`src/rtl/mul_unit.sv`:
```
// Iterative 32x32 multiplier: MUL, UMULL and SMULL.
// Uses radix-2 shift-add over 32 cycles, then a sign fix-up cycle and a one-cycle done pulse.
module mul_unit (
    input  logic        clk,
    input  logic        reset,
    input  logic        start,
    input  logic [2:0]  op,
    input  logic        flush,
    input  logic [31:0] a,
    input  logic [31:0] b,
    output logic        busy,
    output logic        done,
    output logic [31:0] result_lo,
    output logic [31:0] result_hi,
    output logic [1:0]  nz
);

    typedef enum logic [1:0] {IDLE, CALC, FIX, DONE} state_t;

    localparam logic [2:0] OP_MUL   = 3'b100;
    localparam logic [2:0] OP_UMULL = 3'b101;
    localparam logic [2:0] OP_SMULL = 3'b110;

    state_t      state;
    state_t      nxt;
    logic [2:0]  op_q;
    logic [31:0] ma;
    logic [31:0] mb;
    logic        sign;
    logic [4:0]  cnt;
    logic [63:0] acc;
    logic [63:0] fix_val;
    logic        op_ok;
    logic [31:0] abs_a;
    logic [31:0] abs_b;

    assign op_ok = start && (op == OP_MUL || op == OP_UMULL || op == OP_SMULL);
    // 0x80000000 negates to itself, which is the correct unsigned magnitude
    assign abs_a = a[31] ? (~a + 32'd1) : a;
    assign abs_b = b[31] ? (~b + 32'd1) : b;
    assign fix_val = (op_q == OP_SMULL && sign) ? (~acc + 64'd1) : acc;

    assign busy = (state != IDLE);
    assign done = (state == DONE);

    always_ff @(posedge clk or negedge reset) begin
        if (!reset) state <= IDLE;
        else        state <= nxt;
    end

    always_comb begin
        nxt = state;
        if (flush) begin
            nxt = IDLE;
        end else begin
            unique case (state)
                IDLE: if (op_ok) nxt = CALC;
                CALC: if (cnt == 5'd31) nxt = FIX;
                FIX:  nxt = DONE;
                DONE: nxt = IDLE;
                default: nxt = IDLE;
            endcase
        end
    end

    always_ff @(posedge clk or negedge reset) begin
        if (!reset) begin
            op_q      <= 3'b000;
            ma        <= 32'd0;
            mb        <= 32'd0;
            sign      <= 1'b0;
            cnt       <= 5'd0;
            acc       <= 64'd0;
            result_lo <= 32'd0;
            result_hi <= 32'd0;
            nz        <= 2'b00;
        end else if (!flush) begin
            unique case (state)
                IDLE: begin
                    if (op_ok) begin
                        op_q <= op;
                        ma   <= (op == OP_SMULL) ? abs_a : a;
                        mb   <= (op == OP_SMULL) ? abs_b : b;
                        sign <= (op == OP_SMULL) && (a[31] ^ b[31]);
                        cnt  <= 5'd0;
                        acc  <= 64'd0;
                    end
                end
                CALC: begin
                    if (mb[cnt]) acc <= acc + ({32'd0, ma} << cnt);
                    cnt <= cnt + 5'd1;
                end
                FIX: begin
                    result_lo <= fix_val[31:0];
                    if (op_q == OP_MUL) begin
                        result_hi <= 32'd0;
                        nz <= {fix_val[31], fix_val[31:0] == 32'd0};
                    end else begin
                        result_hi <= fix_val[63:32];
                        nz <= {fix_val[63], fix_val == 64'd0};
                    end
                end
                default: ;
            endcase
        end
    end

endmodule

```
`config.mk`:
```
export PLATFORM = sky130hd
export DESIGN_NAME = mul_unit
export DESIGN_NICKNAME = d
export VERILOG_FILES = /design/src/rtl/mul_unit.sv
export SDC_FILE = /design/constraint.sdc
export NUM_CORES = 1
export LEC_CHECK = 0
export ABC_CLOCK_PERIOD_IN_PS = 14600
export CORE_MARGIN = 8
export CORE_UTILIZATION = 36
export DETAILED_ROUTE_END_ITERATION = 7
export DONT_BUFFER_PORTS = 1
export MAX_ROUTING_LAYER = met4
export PLACE_DENSITY = 0.48
export SLEW_MARGIN = 20
export SYNTH_ARGS = -nofsm -noshare
export SYNTH_HDL_FRONTEND = slang
export SYNTH_SLANG_ARGS = --single-unit
```
`constraint.sdc`:
```
create_clock -name clk -period 14.6 [get_ports clk]
set_input_delay 1.46 -clock clk [delete_from_list [all_inputs] [get_ports clk]]
set_output_delay 1.46 -clock clk [all_outputs]
set_load 0.1 [all_outputs]
```
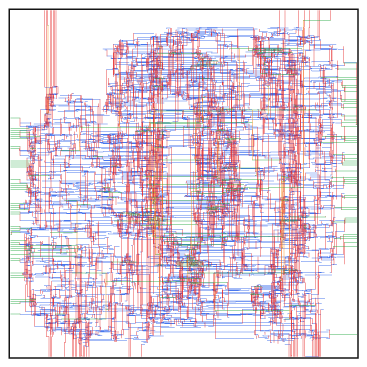
Figure 1: wiring by layer.
(1.5 px per µm)
| layer | colour | wire length |
|---|---|---|
| met3 | green | 3100 µm |
| met1 | blue | 25.9 mm |
| met4 | orange | 1250 µm |
| met2 | red | 23.5 mm |

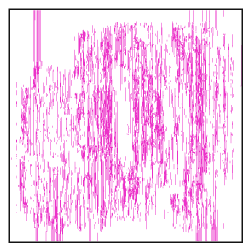
Figure 2: metal 2.
(1 px per µm)
wire length on this layer: 23.5 mm
longest straight run: 99.6 µm
share of all routed wire: 44%
main direction: vertical
nets with wire on the layer: 1618

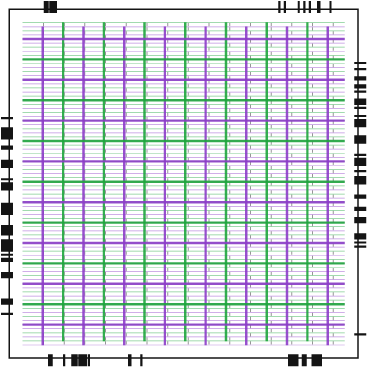
Figure 3: power grid.
(1.5 px per µm) Pins as bars on the die edge. Tap cells in grey.
| net | colour |
|---|---|
| VDD | green |
| VSS | purple |
signal pins: 139
met4 straps: 15
met5 straps: 15

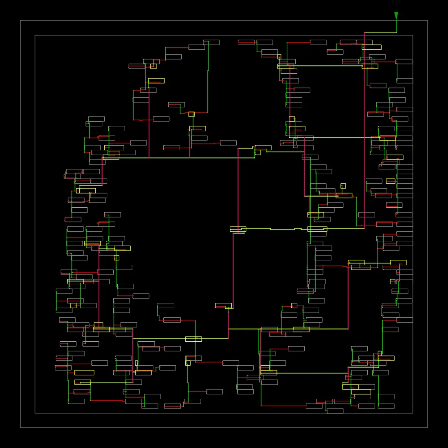
Figure 4: clock nets.
clock buf count: 31
clock group power: 0.742 mW
clock tree skew after final layout: 0.0251 ns
clock tree sinks: 205

==> results.ini <==
[run_status]
outcome = complete, no violations

[clock_network]
cts_inserted_buffers = 27
clk-insertion-delay-late_ns = 0.57
ctsHtreeMaxLevel = 1
root_buffer = sky130_fd_sc_hd__clkbuf_16
cts_tree = done

[power_and_ir_drop]
p_sw_mw = 2.13
swShare_pct = 52.5
power.group.top = combinational cells
clock_power_share_pct = 18.3
power_mw = 4.06
power.share.combinational_pct = 48.9
seq_cell_power_mw = 1.33
ir_drop_uv = 159
internal_power_mw = 1.93

[timing]
worstMarginPinSlew_ns = 1.03
max_clock_freq_ghz = 0.160
worst_slew_margin_rel_pct = 31.1
report.final.setup_viol = 0
final.setup.tns_ns = 0
unrepaired_setup_endpoints_after_global_routing = no
number_of_pins_exceeding_their_max_slew_limit_in_the_final_report = 0
fin_crit_ns = 6.25
post_layout_period_usage_pct = 42.8
worst_slack_ns = 8.35

[layout]
clock_cell_area_share_pct = 5.53
instances_no_fill = 2587
layout.cells.most_common = sky130_fd_sc_hd__nand2_1
max_ffs_per_register = 64
diodes = 0
drive_above_1_share_pct = 7.63
n_multi_input_combinational_cell = 1680
signal_buffer_area_fraction_pct = 0.457
buffers_excl_clock = 11
finalNetCount = 2103
regArea_um2 = 5130
biggestCellCategory = combinational gates

[setup_path]
ff2ff_setup_slack_ns = 8.35
worst_r2r_startpoint = cnt[1]
r2r-end = acc[63]
crit_path_start = cnt[1]
timing.critical_path.required_ns = 15.06
path_class = reg -> reg
setup.worst_path.end = acc[63]
worst_setup_path_end_kind = register
timing.reg2reg.worst_path_depth = 17
max_stage_delay_ns = 1.05

[synth]
ys_seq_share_pct = 30.7
synth_largest_type_area_fraction_pct = 30.7
cell_total_in_the_yosys_stat_output = 2051
synth.area.top_cells = sky130_fd_sc_hd__dfrtp_1 31%, sky130_fd_sc_hd__o21ai_0 7.6%, sky130_fd_sc_hd__nand2_1 7.4%
synthesis.nets = 2195
netlist.top_cell.by_instances = sky130_fd_sc_hd__nand2_1
yosys.cell_types.count = 70
ys.flop_type = sky130_fd_sc_hd__dfrtp_1
synthTopLogicFamily = AND-OR/OR-AND gates
yosys.area_share.aoi_pct = 21.5
syn_area_per_cell_um2 = 8.15
synthesis.yosys.warnings = 0

[worst_hold_path]
timing.hold.worst_path_depth = 2
hp-start = mb[28]
whs_endpoint = mb[28]

[grt]
use_met3_pct = 2.89
grt_overflow_total = 0
global_routing_s_busiest_layer = met2

[floorplanning]
fp.dieArea_um2 = 53600
die_height_um = 232
core_utilization_at_floorplan_pct = 36.2
floorplan.tapcells = 607
die.size.x_um = 232

[drt]
dr_total_vias = 14700
drtAntennaViolNets = 0
first_iter_violations = 1156
drc = 0
met2RoutedLength_um = 23500
viasPerCell = 5.68
totalWireLength_um = 53800
drt-pass1-iter-count = 6

[placed_design]
pre_cts_ws_ns = 8.35
port_buffers = 0
dp_cells = 2537

[run]
warnings = 31

Power is estimated from default activity; no workload was simulated.
